### src/rtl/nv_nvdla_hls_shiftrightsu_pipe.sv
// Two-stage pipelined signed arithmetic right shifter with round-half-away-from-zero,
// saturation to OUT_WIDTH, pvld/prdy handshake and a sticky saturation event counter.
module nv_nvdla_hls_shiftrightsu_pipe #(
  parameter int IN_WIDTH    = 32,
  parameter int OUT_WIDTH   = 16,
  parameter int SHIFT_WIDTH = 6,
  parameter int CNT_WIDTH   = 16
) (
  input  logic                   nvdla_core_clk,
  input  logic                   nvdla_core_rst,
  input  logic                   in_pvld,
  output logic                   in_prdy,
  input  logic [IN_WIDTH-1:0]    data_in,
  input  logic [SHIFT_WIDTH-1:0] shift_num,
  output logic                   out_pvld,
  input  logic                   out_prdy,
  output logic [OUT_WIDTH-1:0]   data_out,
  output logic                   out_sat,
  input  logic                   sat_clr,
  output logic [CNT_WIDTH-1:0]   sat_cnt
);

  localparam int WW = 2 * IN_WIDTH;
  localparam int HW = IN_WIDTH - OUT_WIDTH + 2;

  logic signed [WW-1:0]  w_wide;
  logic signed [WW-1:0]  w_shifted;
  logic [IN_WIDTH-1:0]   w_floor;
  logic [IN_WIDTH-1:0]   w_frac;
  logic                  w_guide;
  logic                  w_sticky;
  logic                  w_inc;
  logic [IN_WIDTH:0]     w_round;
  logic [HW-1:0]         w_hi;
  logic                  w_fits;
  logic [OUT_WIDTH-1:0]  w_sat_data;
  logic                  w_s2_rdy;
  logic                  w_in_acc;
  logic                  w_out_xfer;

  logic                  r_s1_vld;
  logic [IN_WIDTH:0]     r_s1_data;
  logic                  r_s2_vld;
  logic [OUT_WIDTH-1:0]  r_s2_data;
  logic                  r_s2_sat;
  logic [CNT_WIDTH-1:0]  r_sat_cnt;

  // Shift with an IN_WIDTH-bit fraction window; bits falling below it only matter
  // when they equal the sign, which the window's lower bits already replicate.
  always_comb begin
    w_wide    = {data_in, {IN_WIDTH{1'b0}}};
    w_shifted = w_wide >>> shift_num;
    w_floor   = w_shifted[WW-1:IN_WIDTH];
    w_frac    = w_shifted[IN_WIDTH-1:0];
    w_guide   = w_frac[IN_WIDTH-1];
    w_sticky  = |w_frac[IN_WIDTH-2:0];
    w_inc     = w_guide && (!data_in[IN_WIDTH-1] || w_sticky);
    w_round   = {w_floor[IN_WIDTH-1], w_floor} + {{IN_WIDTH{1'b0}}, w_inc};
  end

  // Clamp the rounded stage-1 value into the signed output range.
  always_comb begin
    w_hi   = r_s1_data[IN_WIDTH:OUT_WIDTH-1];
    w_fits = (&w_hi) || !(|w_hi);
    if (w_fits) begin
      w_sat_data = r_s1_data[OUT_WIDTH-1:0];
    end else if (r_s1_data[IN_WIDTH]) begin
      w_sat_data = {1'b1, {(OUT_WIDTH-1){1'b0}}};
    end else begin
      w_sat_data = {1'b0, {(OUT_WIDTH-1){1'b1}}};
    end
  end

  assign w_s2_rdy   = !r_s2_vld || out_prdy;
  assign in_prdy    = !r_s1_vld || w_s2_rdy;
  assign w_in_acc   = in_pvld && in_prdy;
  assign w_out_xfer = r_s2_vld && out_prdy && r_s2_sat;

  // Stage 1: shifted and rounded value.
  always_ff @(posedge nvdla_core_clk) begin
    if (nvdla_core_rst) begin
      r_s1_vld  <= 1'b0;
      r_s1_data <= {(IN_WIDTH+1){1'b0}};
    end else begin
      if (in_prdy) begin
        r_s1_vld <= in_pvld;
      end
      if (w_in_acc) begin
        r_s1_data <= w_round;
      end
    end
  end

  // Stage 2: saturated output beat, held while downstream stalls.
  always_ff @(posedge nvdla_core_clk) begin
    if (nvdla_core_rst) begin
      r_s2_vld  <= 1'b0;
      r_s2_data <= {OUT_WIDTH{1'b0}};
      r_s2_sat  <= 1'b0;
    end else if (w_s2_rdy) begin
      r_s2_vld <= r_s1_vld;
      if (r_s1_vld) begin
        r_s2_data <= w_sat_data;
        r_s2_sat  <= !w_fits;
      end
    end
  end

  // Saturation counter: clear wins, sticks at all-ones.
  always_ff @(posedge nvdla_core_clk) begin
    if (nvdla_core_rst) begin
      r_sat_cnt <= {CNT_WIDTH{1'b0}};
    end else if (sat_clr) begin
      r_sat_cnt <= {CNT_WIDTH{1'b0}};
    end else if (w_out_xfer && !(&r_sat_cnt)) begin
      r_sat_cnt <= r_sat_cnt + {{(CNT_WIDTH-1){1'b0}}, 1'b1};
    end
  end

  assign out_pvld = r_s2_vld;
  assign data_out = r_s2_data;
  assign out_sat  = r_s2_sat;
  assign sat_cnt  = r_sat_cnt;

endmodule
### config.mk
export PLATFORM = sky130hd
export DESIGN_NAME = nv_nvdla_hls_shiftrightsu_pipe
export DESIGN_NICKNAME = d
export VERILOG_FILES = /design/src/rtl/nv_nvdla_hls_shiftrightsu_pipe.sv
export SDC_FILE = /design/constraint.sdc
export NUM_CORES = 1
export LEC_CHECK = 0
export CAP_MARGIN = 5
export CORE_AREA = 2 2 116 118
export DETAILED_ROUTE_END_ITERATION = 12
export DIE_AREA = 0 0 118 120
export DONT_BUFFER_PORTS = 1
export PLACE_DENSITY = 0.61
export SYNTH_ARGS = -nofsm -noshare
export SYNTH_HDL_FRONTEND = slang
export SYNTH_SLANG_ARGS = --single-unit
### constraint.sdc
create_clock -name nvdla_core_clk -period 8.3 [get_ports nvdla_core_clk]
set_input_delay 1.66 -clock nvdla_core_clk [delete_from_list [all_inputs] [get_ports nvdla_core_clk]]
set_output_delay 1.66 -clock nvdla_core_clk [all_outputs]
set_load 0.005 [all_outputs]
Clock routing:
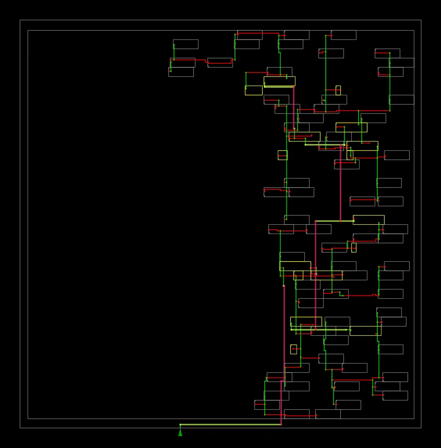
clock network power: 341 uW
Latency at later pin: 320 ps

==> deck_impl_summary.md <==
Run Summary

Clocking
  • Root Buffer: clkbuf_16
  • CTS tree: yes

Die
  • CORE AREA: 12980 sq um
  • Tap Cells: 176
  • Pre-Place Util: 46.66%
  • Die X: 118 um

Layout
  • Number of non-clock inverters in the layout: 15
  • Layout cells sized above 1: 11.60%
  • Finished Cell Area: 6299 sq um
  • Mi-comb count: 632

Synthesis
  • AND/OR/NAND/NOR Cells, Area Fraction: 27.06%
  • Aoi share: 20.97%
  • Async SR Flop Fraction: 0%
  • Mapped Cells: 767
  • Dominant cell by count in the synthesized netlist: nor2_1
  • Number of enable flip-flop cells: 0
  • Mux cell area share: 19.67%

Placed design
  • Post-DP HPWL: 13.83 mm

Critical path
  • R2R depth: 9
  • WS Path Type: primary input to flip-flop
  • Largest delay share family, worst path: simple AND/OR/NAND/NOR gates
  • Nature of the critical path endpoint: flip-flop
  • Buf+Inv Stages, Crit Path: 1

Final timing
  • Fmax: 165.7 MHz
  • Tcrit/Tclk final: 72.71%
  • Final hold violations: 0
  • Worst Tran Pin Value: 1016 ps

GRT
  • Total grt overflow: 0
  • Global-route wire length before repair: 29.70 mm

Pwr
  • Power Dens Cells: 151.3 nW/um^2
  • Clock Power Share: 35.8%

Route
  • Met2 Routed Length: 8.257 mm
  • M1 WL: 7.941 mm
  • WL/cell: 20.02 um

Outcome
  • Status: completed
Sequential cells grouped by signal name:
Other sequential cells in the stronger gray, the rest of the logic in the fainter gray.
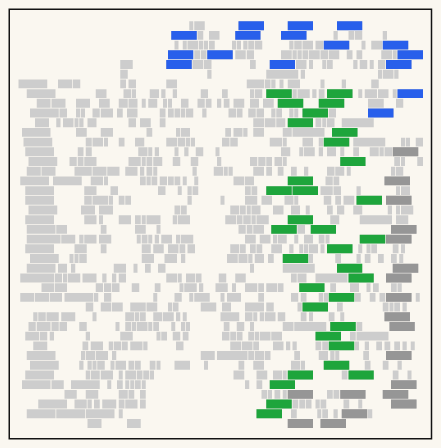
legend:
  `sat_cnt`:
    color: blue
    placed_flops: 16
  `r_s1_data`:
    color: green
    placed_flops: 33
    where: a column on the right
not colored: 19
Seq power: 359 uW
sequential cell area share: 21.61%
Seq. cell area: 1361 sq um

Power and IR drop assume default switching activity.
